<file path="src/rtl/boot_pkg.sv">
// Shared definitions for the instruction-memory boot loader: FSM states and frame constants.
// Frame: MAGIC, LEN_lo, LEN_hi, 4*N data bytes (first byte of each word lands in bits [7:0]), CSUM.
package boot_pkg;

    typedef enum logic [2:0] {
        S_MAGIC = 3'd0,
        S_LEN0  = 3'd1,
        S_LEN1  = 3'd2,
        S_DATA  = 3'd3,
        S_CSUM  = 3'd4,
        S_RUN   = 3'd5,
        S_ERR   = 3'd6
    } boot_state_e;

    localparam logic [7:0] DEFAULT_MAGIC = 8'hA5;

    // The byte stream is only accepted while a frame is still being parsed.
    function automatic logic is_loading(input boot_state_e s);
        return (s != S_RUN) && (s != S_ERR);
    endfunction

endpackage

</file>
<file path="src/rtl/boot_word_packer.sv">
// Packs accepted bytes into a 32-bit little-endian word; o_word_vld flags the 4th byte combinationally.
// Zero latency to the caller, which registers the word; no backpressure (one byte per cycle).
module boot_word_packer
    import boot_pkg::*;
(
    input  logic        i_clk,
    input  logic        i_rst,
    input  logic        i_clr,
    input  logic        i_byte_vld,
    input  logic [7:0]  i_byte_dat,
    output logic        o_word_vld,
    output logic [31:0] o_word_dat
);

    logic [1:0]  byte_idx_q, byte_idx_d;
    logic [31:0] word_q, word_d;

    always_comb begin
        byte_idx_d = byte_idx_q;
        word_d     = word_q;
        // Completed word includes the byte arriving this cycle in the top lane.
        o_word_dat        = word_q;
        o_word_dat[31:24] = i_byte_dat;
        o_word_vld        = i_byte_vld && (byte_idx_q == 2'd3);
        if (i_clr) begin
            byte_idx_d = 2'd0;
            word_d     = 32'd0;
        end else if (i_byte_vld) begin
            word_d[{byte_idx_q, 3'b000} +: 8] = i_byte_dat;
            byte_idx_d                        = byte_idx_q + 2'd1;
        end
    end

    always_ff @(posedge i_clk) begin
        if (i_rst) begin
            byte_idx_q <= 2'd0;
            word_q     <= 32'd0;
        end else begin
            byte_idx_q <= byte_idx_d;
            word_q     <= word_d;
        end
    end

endmodule

</file>
<file path="src/rtl/imem_boot_loader.sv">
// Receives a framed program image, writes it to imem as LE words, releases core reset on good checksum.
// One cycle from 4th byte to write pulse; no backpressure inside a frame, ready drops once run/error.
module imem_boot_loader
    import boot_pkg::*;
#(
    parameter int          ADDR_W    = 10,
    parameter int          BASE_ADDR = 0,
    parameter logic [7:0]  MAGIC     = DEFAULT_MAGIC
) (
    input  logic              i_clk,
    input  logic              i_rst,
    input  logic              i_reload,
    input  logic              i_rx_valid,
    input  logic [7:0]        i_rx_data,
    output logic              o_rx_ready,
    output logic              o_imem_we,
    output logic [ADDR_W-1:0] o_imem_addr,
    output logic [31:0]       o_imem_wdata,
    output logic              o_core_rstn,
    output logic              o_done,
    output logic              o_err
);

    localparam int unsigned LIMIT = (32'd1 << ADDR_W) - 32'(BASE_ADDR);

    boot_state_e       state_q, state_d;
    logic [15:0]       len_q, len_d;
    logic [15:0]       word_idx_q, word_idx_d;
    logic [7:0]        csum_q, csum_d;
    logic              we_q, we_d;
    logic [ADDR_W-1:0] addr_q, addr_d;
    logic [31:0]       wdata_q, wdata_d;
    logic              rdy_q, rdy_d;
    logic              rstn_q, rstn_d;
    logic              done_q, done_d;
    logic              err_q, err_d;

    logic              accept;
    logic [15:0]       len_full;
    logic              pk_byte_vld;
    logic              pk_word_vld;
    logic [31:0]       pk_word_dat;

    assign accept      = i_rx_valid && rdy_q;
    assign pk_byte_vld = accept && (state_q == S_DATA) && !i_reload;

    boot_word_packer u_packer (
        .i_clk      (i_clk),
        .i_rst      (i_rst),
        .i_clr      (i_reload),
        .i_byte_vld (pk_byte_vld),
        .i_byte_dat (i_rx_data),
        .o_word_vld (pk_word_vld),
        .o_word_dat (pk_word_dat)
    );

    always_comb begin
        state_d    = state_q;
        len_d      = len_q;
        word_idx_d = word_idx_q;
        csum_d     = csum_q;
        we_d       = 1'b0;
        addr_d     = addr_q;
        wdata_d    = wdata_q;
        len_full   = {i_rx_data, len_q[7:0]};

        case (state_q)
            S_MAGIC: if (accept && (i_rx_data == MAGIC)) state_d = S_LEN0;
            S_LEN0: if (accept) begin
                len_d[7:0] = i_rx_data;
                state_d    = S_LEN1;
            end
            S_LEN1: if (accept) begin
                len_d[15:8] = i_rx_data;
                if (32'(len_full) > LIMIT)  state_d = S_ERR;
                else if (len_full == 16'd0) state_d = S_CSUM;
                else                        state_d = S_DATA;
            end
            S_DATA: if (accept) begin
                csum_d = csum_q ^ i_rx_data;
                if (pk_word_vld) begin
                    we_d       = 1'b1;
                    addr_d     = ADDR_W'(32'(BASE_ADDR) + 32'(word_idx_q));
                    wdata_d    = pk_word_dat;
                    word_idx_d = word_idx_q + 16'd1;
                    if (word_idx_q == len_q - 16'd1) state_d = S_CSUM;
                end
            end
            S_CSUM: if (accept) state_d = (i_rx_data == csum_q) ? S_RUN : S_ERR;
            default: ;
        endcase

        // Reload wins over anything the current byte would have done, including a pending write.
        if (i_reload) begin
            state_d    = S_MAGIC;
            len_d      = 16'd0;
            word_idx_d = 16'd0;
            csum_d     = 8'd0;
            we_d       = 1'b0;
        end

        rdy_d  = is_loading(state_d);
        rstn_d = (state_d == S_RUN);
        done_d = (state_d == S_RUN);
        err_d  = (state_d == S_ERR);
    end

    always_ff @(posedge i_clk) begin
        if (i_rst) begin
            state_q    <= S_MAGIC;
            len_q      <= 16'd0;
            word_idx_q <= 16'd0;
            csum_q     <= 8'd0;
            we_q       <= 1'b0;
            addr_q     <= '0;
            wdata_q    <= 32'd0;
            rdy_q      <= 1'b0;
            rstn_q     <= 1'b0;
            done_q     <= 1'b0;
            err_q      <= 1'b0;
        end else begin
            state_q    <= state_d;
            len_q      <= len_d;
            word_idx_q <= word_idx_d;
            csum_q     <= csum_d;
            we_q       <= we_d;
            addr_q     <= addr_d;
            wdata_q    <= wdata_d;
            rdy_q      <= rdy_d;
            rstn_q     <= rstn_d;
            done_q     <= done_d;
            err_q      <= err_d;
        end
    end

    assign o_rx_ready   = rdy_q;
    assign o_imem_we    = we_q;
    assign o_imem_addr  = addr_q;
    assign o_imem_wdata = wdata_q;
    assign o_core_rstn  = rstn_q;
    assign o_done       = done_q;
    assign o_err        = err_q;

endmodule

</file>
<file path="config.mk">
export PLATFORM = sky130hd
export DESIGN_NAME = imem_boot_loader
export DESIGN_NICKNAME = d
export VERILOG_FILES = /design/src/rtl/boot_pkg.sv /design/src/rtl/boot_word_packer.sv /design/src/rtl/imem_boot_loader.sv
export SDC_FILE = /design/constraint.sdc
export NUM_CORES = 1
export LEC_CHECK = 0
export ABC_AREA = 1
export CAP_MARGIN = 20
export CORE_MARGIN = 8
export CORE_UTILIZATION = 63
export CTS_BUF_LIST = sky130_fd_sc_hd__clkbuf_8
export DETAILED_ROUTE_END_ITERATION = 10
export PLACE_DENSITY_LB_ADDON = 0.12
export SYNTH_ARGS = -nofsm -noshare
export SYNTH_HDL_FRONTEND = slang
export SYNTH_SLANG_ARGS = --single-unit
</file>
<file path="constraint.sdc">
create_clock -name i_clk -period 3.33 [get_ports i_clk]
set_input_delay 0.8325 -clock i_clk [delete_from_list [all_inputs] [get_ports i_clk]]
set_output_delay 0.8325 -clock i_clk [all_outputs]
set_load 0.05 [all_outputs]
</file>
Met2 routing:
Cells faint in the background.
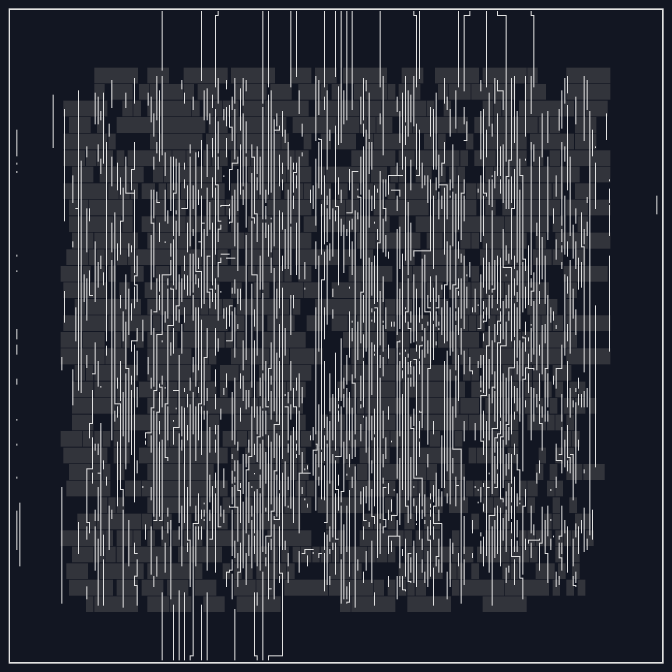
The layer holds 49% of the routed length. The layer carries 7070 um of wire. 680 nets have wire on it. The longest straight run is 69.7 um. The wires run mostly vertical.
met2 usage: 0.4369
Vias: 5161
final wirelength: 14.49 mm

==> impl_metrics.csv <==
group,metric,value,unit
worst_setup_path,path_max_fanout,8,
synthesis,synthCells,736,
die,core_area,8134,um^2
worst_setup_path,path_buffers,1,
power,swShare,0.2316,
synthesis,ys_chip_area,5255,um^2
synthesis,ys_async_sr_fraction,0,
die,die_h,107.3,um
cells_and_area,finalNonFillerCells,909,
worst_setup_path,path_depth,13,
sta,worst_slack,0.6243,ns
worst_setup_path,crit_path_frequent_cell,"nand2_1",
synthesis,flop_cell,"dfxtp_1",
route,routedWlPerCell,15.94,um
clocking,clk_latency,0.44,ns
die,fp_util,0.6461,
route,drc,0,
synthesis,synth_nets,755,
worst_setup_path,cp_data_arrival_time,3.06,ns
worst_setup_path,start_kind,"input pin",
synthesis,postSynthAreaPerCell,7.140,um^2
clocking,htree_levels,4,
worst_setup_path,crit_required,3.69,ns
die,io_pins,59,
power,p_switching,0.6847,mW
power,total_power,2.956,mW
cells_and_area,ff_latch_area,2302,um^2
cells_and_area,lay_top_count,"nor2_1",
synthesis,yosysWarnings,0,
worst_setup_path,critPathSlowestCell,"clkdlybuf4s50_1",
sta,slew_headroom,0.3366,
sta,report.final.slew_viol_count,0,
clocking,clkTransAtPathRegs,0.08,ns
place,dp_slack,0.3100,ns
cells_and_area,syn_to_final_growth,21.31,%
synthesis,ys.flops,115,
cells_and_area,diodes,0,
status,status,"completed",
route,first_pass_iters,5,
Clock network drawn from the DEF:
Scale bar: 20 um.
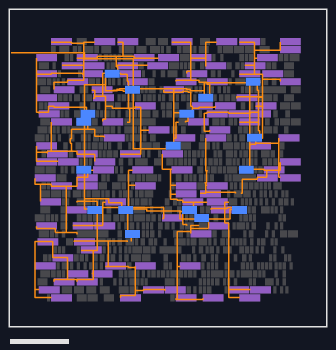
Key: blue = clock drivers [count 17]; orange = clock wires [length 1460 um]; purple = flip-flops [count 115]
There are 18 routed clock nets. Position of the flops: all over the die.
post-route clock skew: 0.01267 ns
clock network power: 1.49 mW
clock power share: 0.505

## metal layers
layer  vias up  wire length (um)  global-route usage
met4         0               344              0.1090
met2       246              7070              0.4369
met1      2372              5950              0.3075
met3        39              1126             0.05749
met5         -                 0                   0
li1       2504                 -                   -
## cell usage after synthesis, types with 5 or more instances
master      n  share of area
nand3_1    18          0.017
nor2_1    132          0.094
dfxtp_1   115           0.44
xnor2_1     8          0.013
inv_1      62          0.044
nand2_1   129          0.092
ha_1        7          0.017
o21ai_0    77          0.073
clkbuf_1   29          0.021
a21oi_1    72          0.069
nor2_4      5          0.011
or3_1      16          0.019
nor3_1     16          0.015
nand4_1    13          0.015
xor2_1     10          0.017
## registers in the layout, summed over array words and instances, names as in the netlist, 2 cells and up
| register | flops |
|---|---|
| u_packer.word_q | 24 |
| state_q | 3 |
| u_packer.byte_idx_q | 2 |
| word_idx_q | 16 |
| len_q | 16 |
| o_imem_wdata | 32 |
| o_imem_addr | 10 |
| csum_q | 8 |
## logic make-up after synthesis
| logic type | synth area share |
|---|---|
| AOI/OAI and AO/OA | 0.1514 |
| xor gates and xnor gates | 0.03429 |
| adders and majority gates | 0.01667 |
| buffers and inverters | 0.07405 |
| DFF | 0.4381 |
| and+or+nand+nor | 0.2855 |
## worst paths after layout
kind	start	end	slack [ns]
min	u_packer.word_q[5]$_SDFFE_PP0P_	u_packer.word_q[5]$_SDFFE_PP0P_	0.47
max	i_rx_valid	o_err$_SDFF_PP0_	0.62
min reg2reg	u_packer.word_q[5]$_SDFFE_PP0P_	u_packer.word_q[5]$_SDFFE_PP0P_	0.47
max reg2reg	len_q[0]$_SDFFE_PP0P_	o_rx_ready$_SDFF_PP0_	0.92
Power is estimated from default activity; no workload was simulated.
